[src/rtl/serial_adder_ctrl.sv]
// Bit-serial adder: latches a, b and cin on start, then adds one bit per clock, LSB first.
// The result is transferred to S/C on the last add edge, and done pulses for one cycle.
module serial_adder_ctrl #(
  parameter int WIDTH = 8
) (
  input  logic             clk,
  input  logic             rst,
  input  logic             start,
  input  logic [WIDTH-1:0] a,
  input  logic [WIDTH-1:0] b,
  input  logic             cin,
  output logic             busy,
  output logic             done,
  output logic [WIDTH-1:0] S,
  output logic             C
);

  localparam int CW = $clog2(WIDTH + 1);

  typedef enum logic [1:0] {
    IDLE = 2'd0,
    ADD  = 2'd1,
    DONE = 2'd2
  } state_t;

  state_t           state_q, state_d;
  logic [WIDTH-1:0] a_q, a_d, b_q, b_d, res_q, res_d, s_q, s_d;
  logic             carry_q, carry_d, c_q, c_d;
  logic [CW-1:0]    cnt_q, cnt_d;
  logic [1:0]       fa_s;
  logic [WIDTH:0]   shift_s;
  logic             last_s;

  function automatic logic [1:0] half_add(input logic x, input logic y);
    return {x & y, x ^ y};
  endfunction

  // Two half adders plus an OR of their carries; returns {carry, sum}.
  function automatic logic [1:0] full_add(input logic x, input logic y, input logic ci);
    logic [1:0] h0;
    logic [1:0] h1;
    h0 = half_add(x, y);
    h1 = half_add(h0[0], ci);
    return {h0[1] | h1[1], h1[0]};
  endfunction

  assign fa_s    = full_add(a_q[0], b_q[0], carry_q);
  assign shift_s = {fa_s[0], res_q};
  assign last_s  = (cnt_q == CW'(WIDTH - 1));

  // State register
  always_ff @(posedge clk or posedge rst) begin
    if (rst) begin
      state_q <= IDLE;
    end else begin
      state_q <= state_d;
    end
  end

  // Next-state logic
  always_comb begin
    state_d = state_q;
    case (state_q)
      IDLE: begin
        if (start) begin
          state_d = ADD;
        end else begin
          state_d = IDLE;
        end
      end
      ADD: begin
        if (last_s) begin
          state_d = DONE;
        end else begin
          state_d = ADD;
        end
      end
      DONE:    state_d = IDLE;
      default: state_d = IDLE;
    endcase
  end

  // Output decode
  always_comb begin
    busy = 1'b0;
    done = 1'b0;
    case (state_q)
      ADD:     busy = 1'b1;
      DONE:    done = 1'b1;
      default: begin
        busy = 1'b0;
        done = 1'b0;
      end
    endcase
  end

  // Datapath next values: operand shift registers, running carry, counter, result
  always_comb begin
    a_d     = a_q;
    b_d     = b_q;
    res_d   = res_q;
    carry_d = carry_q;
    cnt_d   = cnt_q;
    s_d     = s_q;
    c_d     = c_q;
    case (state_q)
      IDLE: begin
        if (start) begin
          a_d     = a;
          b_d     = b;
          carry_d = cin;
          cnt_d   = '0;
          res_d   = '0;
        end else begin
          a_d     = a_q;
          b_d     = b_q;
          carry_d = carry_q;
        end
      end
      ADD: begin
        res_d   = shift_s[WIDTH:1];
        carry_d = fa_s[1];
        a_d     = a_q >> 1;
        b_d     = b_q >> 1;
        cnt_d   = cnt_q + CW'(1);
        // The last bit lands in res_d this edge, so S takes the fully shifted value.
        if (last_s) begin
          s_d = shift_s[WIDTH:1];
          c_d = fa_s[1];
        end else begin
          s_d = s_q;
          c_d = c_q;
        end
      end
      default: begin
        s_d = s_q;
        c_d = c_q;
      end
    endcase
  end

  // Datapath registers
  always_ff @(posedge clk or posedge rst) begin
    if (rst) begin
      a_q     <= '0;
      b_q     <= '0;
      res_q   <= '0;
      carry_q <= 1'b0;
      cnt_q   <= '0;
      s_q     <= '0;
      c_q     <= 1'b0;
    end else begin
      a_q     <= a_d;
      b_q     <= b_d;
      res_q   <= res_d;
      carry_q <= carry_d;
      cnt_q   <= cnt_d;
      s_q     <= s_d;
      c_q     <= c_d;
    end
  end

  assign S = s_q;
  assign C = c_q;

endmodule

[config.mk]
export PLATFORM = sky130hd
export DESIGN_NAME = serial_adder_ctrl
export DESIGN_NICKNAME = d
export VERILOG_FILES = /design/src/rtl/serial_adder_ctrl.sv
export SDC_FILE = /design/constraint.sdc
export NUM_CORES = 1
export LEC_CHECK = 0
export ABC_CLOCK_PERIOD_IN_PS = 1880
export CAP_MARGIN = 20
export CORE_ASPECT_RATIO = 1.1
export CORE_MARGIN = 2
export CORE_UTILIZATION = 50
export DETAILED_ROUTE_END_ITERATION = 7
export PLACE_DENSITY = 0.88
export SETUP_SLACK_MARGIN = 0.4
export SYNTH_ARGS = -nofsm -noshare
export SYNTH_HDL_FRONTEND = slang
export SYNTH_SLANG_ARGS = --single-unit
[constraint.sdc]
create_clock -name clk -period 1.88 [get_ports clk]
set_input_delay 0.188 -clock clk [delete_from_list [all_inputs] [get_ports clk]]
set_output_delay 0.188 -clock clk [all_outputs]
set_load 0.1 [all_outputs]
io_fan.png
Bar = 20 um.
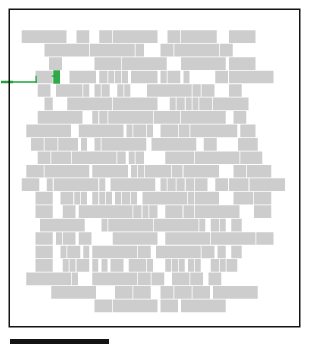
green -> rst  # direction input, end cells 1, wire 6.70 um
I/O Buffers: 30
I/O Pins: 31

wires.png
Only two layers are drawn.
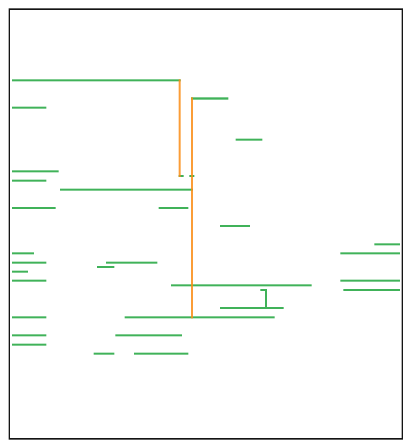
orange -> metal 4  # wire length 46.9 um
green -> metal 3  # wire length 228 um
GRT Overall Usage: 18.56%
vias: 1301

flops_by_reg.png
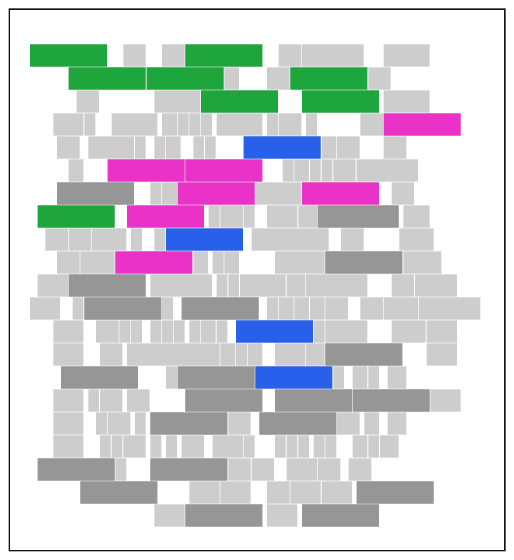
blue -> cnt_q  # placed flops 4, where center
green -> S  # placed flops 8
magenta -> res_q  # placed flops 7
not colored = 20

placement.png
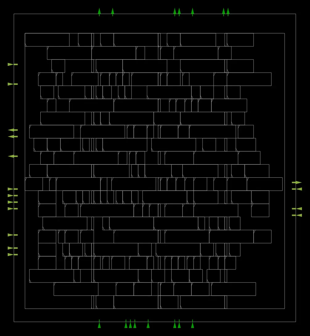
n_taps: 34
Fillers: 213

==> qor.txt <==
Critical Path Start Type: register
first-pass GRT wire length: 5202 um
RD Place Congestion: 0.7786
DIE AREA: 0.003731 mm^2
routed wire length: 3442 um
Max Cap Violations: 0
row count: 21
nets: 216
Post-DRT Antenna Nets: 0
R2R cell count: 5
synthesis area per yosys: 0.001629 mm^2
vias per inst: 5.681
cycle use final: 78.97%
FMAX: 673.6 MHz
fin crit period: 1.485 ns
Post-Layout Cell Count: 229
Seq pwr share: 33.8%
Reg clk slew, reported paths: 0.12 ns
DRT Pass-1 Iters: 4
Clock Power Share: 13.9%
CTS Sinks: 39
wire per inst: 15.03 um
Cell Int Power: 2339 uW
CORE AREA: 0.003074 mm^2
area grow syn2layout: 35.56%
CP Max Fanout: 4
antenna violations before repair: 0
tool warnings: 28
Final Slew Violations: 0
ANT cells: 0
DR DRC count: 0
detailed placement HPWL: 2039 um
P_sw: 1930 uW
worst skew pair latency: 0.35 ns
cell count after placement: 212
hold crit path type: input pin to async pin
Crit path arrival time: 1.72 ns
ys cells: 152
final setup margin: 0.3954 ns
Peak VDD IR: 1.544 mV
Synth Cell Area: 0.001629 mm^2
number of DRC markers in iteration 0: 66
status: finished, final reports clean
nature of the critical path endpoint: register
number of global-route vias before repair: 1198
logic gate share of total power: 52.3%
## synthesized netlist by cell type
| cell | instances | area share (%) |
|---|---|---|
| a22oi_1 | 12 | 5.5 |
| and2b_1 | 1 | 0.46 |
| buf_2 | 3 | 0.92 |
| o22ai_1 | 3 | 1.2 |
| dfrtp_1 | 39 | 60 |
| nor3b_2 | 1 | 0.77 |
| buf_6 | 1 | 0.69 |
| nor3_1 | 3 | 0.92 |
| inv_1 | 1 | 0.23 |
| ha_1 | 1 | 0.77 |
| o21bai_1 | 1 | 0.46 |
| clkbuf_1 | 4 | 0.92 |
| a21oi_1 | 1 | 0.31 |
| nand2b_1 | 1 | 0.38 |
| nand3_1 | 10 | 3.1 |
| o21ai_0 | 3 | 0.92 |
| nand2_1 | 48 | 11 |
| mux2_2 | 9 | 6.2 |
| o21ba_2 | 1 | 0.61 |
| nand4_1 | 1 | 0.38 |
| mux2i_1 | 1 | 0.61 |
| or3b_2 | 1 | 0.54 |
| fa_1 | 1 | 1.2 |
| nor3_4 | 1 | 1.0 |
| clkinv_1 | 1 | 0.23 |
| nor2_1 | 3 | 0.69 |
## power groups by stage
stage	clock, uW	sequential [uW]	combinational, uW
after floorplan	0	1980	909
after global placement	0	1420	1870
after detailed placement	0	1440	1920
after CTS	602	1420	2010
after global routing	649	1490	2390
final	594	1440	2230
## cells by family after synthesis
logic type | count (synthesis) | synth area share [%]
adders and majority gates | 2 | 1.997
DFF | 39 | 59.91
buffers and inverters | 10 | 2.994
muxes | 10 | 6.836
and+or+nand+nor | 70 | 19.28
AOI/OAI and AO/OA | 21 | 8.986
## registers in the layout, indices dropped and copies added, names as in the netlist
signal,cells
S,8
a_q,8
b_q,8
res_q,7
cnt_q,4
state_q,2
C,1
carry_q,1
## critical path: stages (launching register included)
cell and delay (ns):
dfrtp_1 0.41, ha_2 0.22, nand2_2 0.08, nor3_4 0.18
buf_4 0.16, mux2_2 0.32
## cell type report
class,instances,area [um^2],share of cell area (%)
clock buffers,6,51.30,2.323
clock inverters,2,35.03,1.586
inverters,2,10.01,0.4533
multi-input cells,103,650.6,29.46
flip-flops and latches,39,977.2,44.25
well taps,34,42.54,1.926
repair buffers,43,441.7,20.00
## worst paths after layout
kind / from / end / slack [ns]
worst max-delay path: cnt_q[0] / S[7] / 0.40
worst min-delay path: rst / S[2] / 0.23
worst max register to register: cnt_q[0] / S[7] / 0.40
worst min register to register: a_q[3] / a_q[3] / 0.49
max in group asynchronous: rst / state_q[0] / 1.29
min in group clk: b[7] / b_q[7] / 0.38
## placed cells by master, fill, tap and decap left out, types with 2 or more instances in the layout
master / n
o22ai_1: 3
nor3_1: 3
clkbuf_4: 5
nor2_1: 3
nand2_1: 47
dfrtp_1: 38
a22oi_1: 12
mux2_4: 7
nand3_1: 10
mux2_2: 2
buf_4: 18
clkdlybuf4s50_1: 19
buf_12: 4
o21ai_0: 3
## what timing repair did
item                       CTS  global route
setup endpoints to repair   25            39
resized                      6            15
setup buffers                3             5
gates cloned                 0             1
pin swaps                    1             0
## layer usage
layer  global-route usage [%]  routed length (um)  up-vias
li1                         -                   -      602
met1                    23.26                1401      649
met2                    30.34                1765       44
met3                    5.870                 227        6
met4                    5.814                  46        0
met5                        0                   0        -
Power is estimated from default activity; no workload was simulated.
